**src/rtl/dpd_stream_pkg.sv**
```systemverilog
// Shared widths, limits and group-fill states for the BCD-to-DPD streaming packer.
package dpd_stream_pkg;

    localparam int DIGIT_W  = 4;
    localparam int DECLET_W = 10;

    localparam logic [DIGIT_W-1:0] MAX_DIGIT = 4'd9;

    // Number of digits already held in the current group.
    typedef enum logic [1:0] {
        EMPTY = 2'd0,
        ONE   = 2'd1,
        TWO   = 2'd2
    } grp_cnt_t;

endpackage

```
**src/rtl/dpd_pack.sv**
```systemverilog
// Combinational densely-packed-decimal encoder: three BCD digits -> one 10-bit declet.
// Digit MSBs select the layout; digits above 9 are encoded from their raw bits.
module dpd_pack
    import dpd_stream_pkg::*;
(
    input  logic [DIGIT_W-1:0]  d2,
    input  logic [DIGIT_W-1:0]  d1,
    input  logic [DIGIT_W-1:0]  d0,
    output logic [DECLET_W-1:0] dpd
);

    // Select the declet layout from the "large digit" flags of the three digits.
    always_comb begin
        dpd = '0;
        case ({d2[3], d1[3], d0[3]})
            3'b000:  dpd = {d2[2:0], d1[2:0], 1'b0, d0[2:0]};
            3'b001:  dpd = {d2[2:0], d1[2:0], 1'b1, 2'b00, d0[0]};
            3'b010:  dpd = {d2[2:0], d0[2:1], d1[0], 1'b1, 2'b01, d0[0]};
            3'b011:  dpd = {d2[2:0], 2'b10, d1[0], 1'b1, 2'b11, d0[0]};
            3'b100:  dpd = {d0[2:1], d2[0], d1[2:0], 1'b1, 2'b10, d0[0]};
            3'b101:  dpd = {d1[2:1], d2[0], 2'b01, d1[0], 1'b1, 2'b11, d0[0]};
            3'b110:  dpd = {d0[2:1], d2[0], 2'b00, d1[0], 1'b1, 2'b11, d0[0]};
            default: dpd = {2'b00, d2[0], 2'b11, d1[0], 1'b1, 2'b11, d0[0]};
        endcase
    end

endmodule

```
**src/rtl/bcd_declet_packer.sv**
```systemverilog
// Streams BCD digits (MS first) into groups of three and emits DPD declets over valid/ready.
// Short final groups are left-zero-extended; groups holding a digit above 9 are flagged.
//
// state | meaning
// EMPTY | no digits of the current group held
// ONE   | one digit held in s0
// TWO   | two digits held in s1,s0; next accept closes the group
module bcd_declet_packer
    import dpd_stream_pkg::*;
#(
    parameter int IDX_W    = 8,
    parameter bit ERR_ZERO = 1'b0
) (
    input  logic                clk,
    input  logic                rst_n,
    input  logic                dig_valid,
    input  logic [DIGIT_W-1:0]  dig_data,
    input  logic                dig_last,
    output logic                dig_ready,
    output logic                dec_valid,
    output logic [DECLET_W-1:0] dec_data,
    output logic [1:0]          dec_ndig,
    output logic                dec_last,
    output logic                dec_err,
    output logic [IDX_W-1:0]    dec_idx,
    input  logic                dec_ready,
    output logic                err_sticky,
    input  logic                clr_err
);

    // Only two digit stages are kept: the third digit of a group is packed straight
    // from dig_data on the accepting edge, so an s2 stage would never be read.
    logic [DIGIT_W-1:0]  s1;
    logic [DIGIT_W-1:0]  s0;
    grp_cnt_t            cnt;
    grp_cnt_t            cnt_next;
    logic                grp_err;
    logic [IDX_W-1:0]    idx;
    logic                accept;
    logic                grp_done;
    logic                grp_err_all;
    logic [DECLET_W-1:0] packed_dpd;

    dpd_pack u_dpd_pack (
        .d2  (s1),
        .d1  (s0),
        .d0  (dig_data),
        .dpd (packed_dpd)
    );

    // Group-fill state register.
    always_ff @(posedge clk or negedge rst_n) begin
        if (!rst_n) cnt <= EMPTY;
        else        cnt <= cnt_next;
    end

    // Advance the fill count on each accepted digit; a closed group returns to EMPTY.
    always_comb begin
        cnt_next = cnt;
        if (accept) begin
            if (grp_done) begin
                cnt_next = EMPTY;
            end else begin
                case (cnt)
                    EMPTY:   cnt_next = ONE;
                    ONE:     cnt_next = TWO;
                    default: cnt_next = EMPTY;
                endcase
            end
        end
    end

    // Handshake and group-close decode; dig_data only matters when accepted.
    always_comb begin
        dig_ready   = !dec_valid || dec_ready;
        accept      = dig_valid && dig_ready;
        grp_done    = accept && ((cnt == TWO) || dig_last);
        grp_err_all = grp_err || (dig_data > MAX_DIGIT);
    end

    // Digit shift register and per-group error flag; cleared when a group closes.
    always_ff @(posedge clk or negedge rst_n) begin
        if (!rst_n) begin
            s1      <= '0;
            s0      <= '0;
            grp_err <= 1'b0;
        end else if (accept) begin
            if (grp_done) begin
                s1      <= '0;
                s0      <= '0;
                grp_err <= 1'b0;
            end else begin
                s1      <= s0;
                s0      <= dig_data;
                grp_err <= grp_err_all;
            end
        end
    end

    // Declet index within the current number; saturates rather than wrapping.
    always_ff @(posedge clk or negedge rst_n) begin
        if (!rst_n) begin
            idx <= '0;
        end else if (grp_done) begin
            if (dig_last)       idx <= '0;
            else if (idx != '1) idx <= idx + IDX_W'(1);
        end
    end

    // Output register: load on group close (even while draining), else drop valid on consume.
    always_ff @(posedge clk or negedge rst_n) begin
        if (!rst_n) begin
            dec_valid <= 1'b0;
            dec_data  <= '0;
            dec_ndig  <= '0;
            dec_last  <= 1'b0;
            dec_err   <= 1'b0;
            dec_idx   <= '0;
        end else if (grp_done) begin
            dec_valid <= 1'b1;
            dec_data  <= (ERR_ZERO && grp_err_all) ? '0 : packed_dpd;
            dec_ndig  <= 2'(cnt) + 2'd1;
            dec_last  <= dig_last;
            dec_err   <= grp_err_all;
            dec_idx   <= idx;
        end else if (dec_ready) begin
            dec_valid <= 1'b0;
        end
    end

    // Sticky error: a newly loaded bad declet wins over a same-cycle clear.
    always_ff @(posedge clk or negedge rst_n) begin
        if (!rst_n)                       err_sticky <= 1'b0;
        else if (grp_done && grp_err_all) err_sticky <= 1'b1;
        else if (clr_err)                 err_sticky <= 1'b0;
    end

endmodule

```
**config.mk**
```make
export PLATFORM = sky130hd
export DESIGN_NAME = bcd_declet_packer
export DESIGN_NICKNAME = d
export VERILOG_FILES = /design/src/rtl/dpd_stream_pkg.sv /design/src/rtl/dpd_pack.sv /design/src/rtl/bcd_declet_packer.sv
export SDC_FILE = /design/constraint.sdc
export NUM_CORES = 1
export LEC_CHECK = 0
export CORE_ASPECT_RATIO = 0.7
export CORE_MARGIN = 1
export CORE_UTILIZATION = 47
export DETAILED_ROUTE_END_ITERATION = 8
export PLACE_DENSITY = 0.73
export RECOVER_POWER = 50
export SETUP_SLACK_MARGIN = 0.2
export SKIP_LAST_GASP = 1
export SYNTH_ARGS = -nofsm -noshare
export SYNTH_HDL_FRONTEND = slang
export SYNTH_HIERARCHICAL = 1
export SYNTH_SLANG_ARGS = --single-unit
export TNS_END_PERCENT = 10
```
**constraint.sdc**
```tcl
create_clock -name clk -period 1.8 [get_ports clk]
set_clock_uncertainty 0.15 [all_clocks]
set_input_delay 0.18 -clock clk [delete_from_list [all_inputs] [get_ports clk]]
set_output_delay 0.18 -clock clk [all_outputs]
set_load 0.1 [all_outputs]
```
layer_met2.png
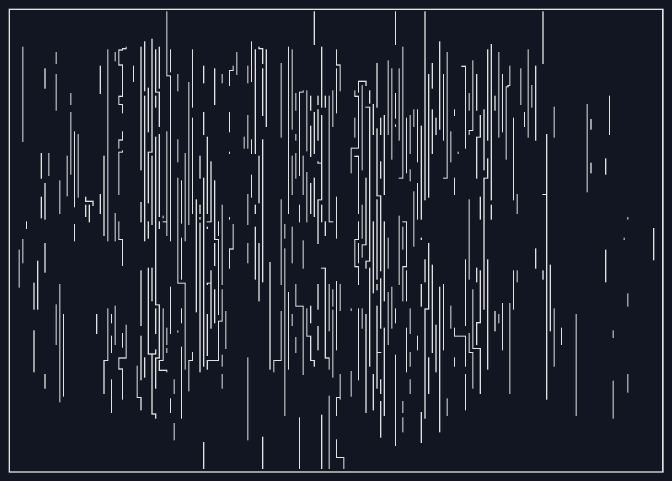
nets with wire on the layer: 221
longest straight run: 33.0 um
share of all routed wire: 48%

cell_density.png
8 x 6 tiles, from white (low) to dark blue (high), 0 to 100% covered.
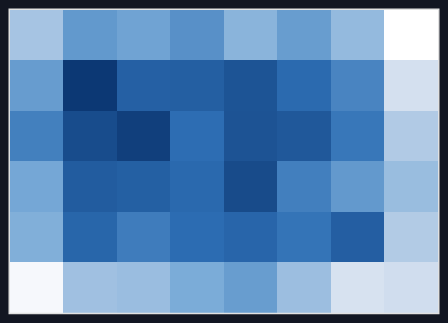
fullest tile: 97%
tiles over 75% full: 38%
mean over tiles: 59%
nearly empty tiles: 2.1%

==> notes.md <==
flow finished, numbers: top flop regs=dec_data: 10 flops, dec_idx: 8 flops, idx: 8 flops, IO buf count=34, GR Util met3=6.560%, Syn. warnings=6, Total Routed Length=4568 um, Post-synth top cells=dfrtp_1 (43), nand2_1 (32), mux2_2 (20), Sw Ratio=47.83%, crit path DRT=1890 ps, Layout Nets=254, clk tree area frac=2.684%, Placeable Area=0.004065 sq mm, outcome=completed, Comb gates=129, Logic pwr share=53.6%, worst-path fanout max=5, vias per cell=5.483, register fraction of the total cell area=37.97%, Post-synth area hogs=dfrtp_1 (52%), mux2_2 (11%), nand2_1 (5.8%), initial drt markers=129, Internal Power=2.243 mW, count of different cell masters after synthesis=40, # rows=19, max cap viols=0, Layout area overhead=37.42%, seq pwr=1.42 mW, chip area in the Yosys report=0.002069 sq mm, top cell category=flip-flops and latches, Setup WS post-layout=33.51 ps, Die ar.=0.004677 sq mm, layout cells sized above 1=34.17%, FF-to-FF End=idx[1], MUX area fraction=10.88%, flop2flop setup slack=30 ps, Seq pwr share=33.0%, TNS Setup=0 ps, routed wire length per instance=15.64 um, Final Instance Count excl. Fillers=292, Startpoint Class=register, die span in y=57.52 um, total gr overflow=0, I/O pin count=35, maximum vdd drop=0.9479 mV, clk slew on worst S/H paths=80 ps, final instance area=0.002844 sq mm
logic_types.png
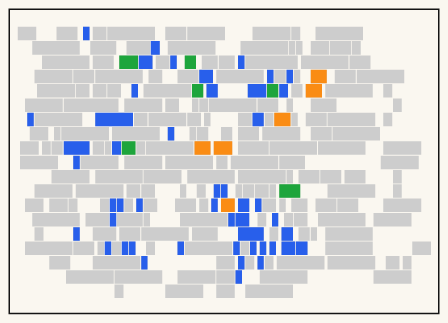
legend:
  green:
    family: AND and OR gates
    cells: 6
    most_used: and3_1
  blue:
    family: NAND gates
    cells: 48
    most_used: nand2_1
  orange:
    family: AND-OR and OR-AND gates
    cells: 6
    most_used: o22a_1

congestion.png
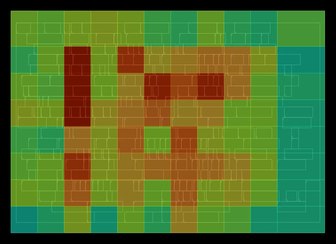
gr usage total: 22.46%
global routing met1 resource utilization: 28.33%
busiest layer in global routing: met2

Power is estimated from default activity; no workload was simulated.
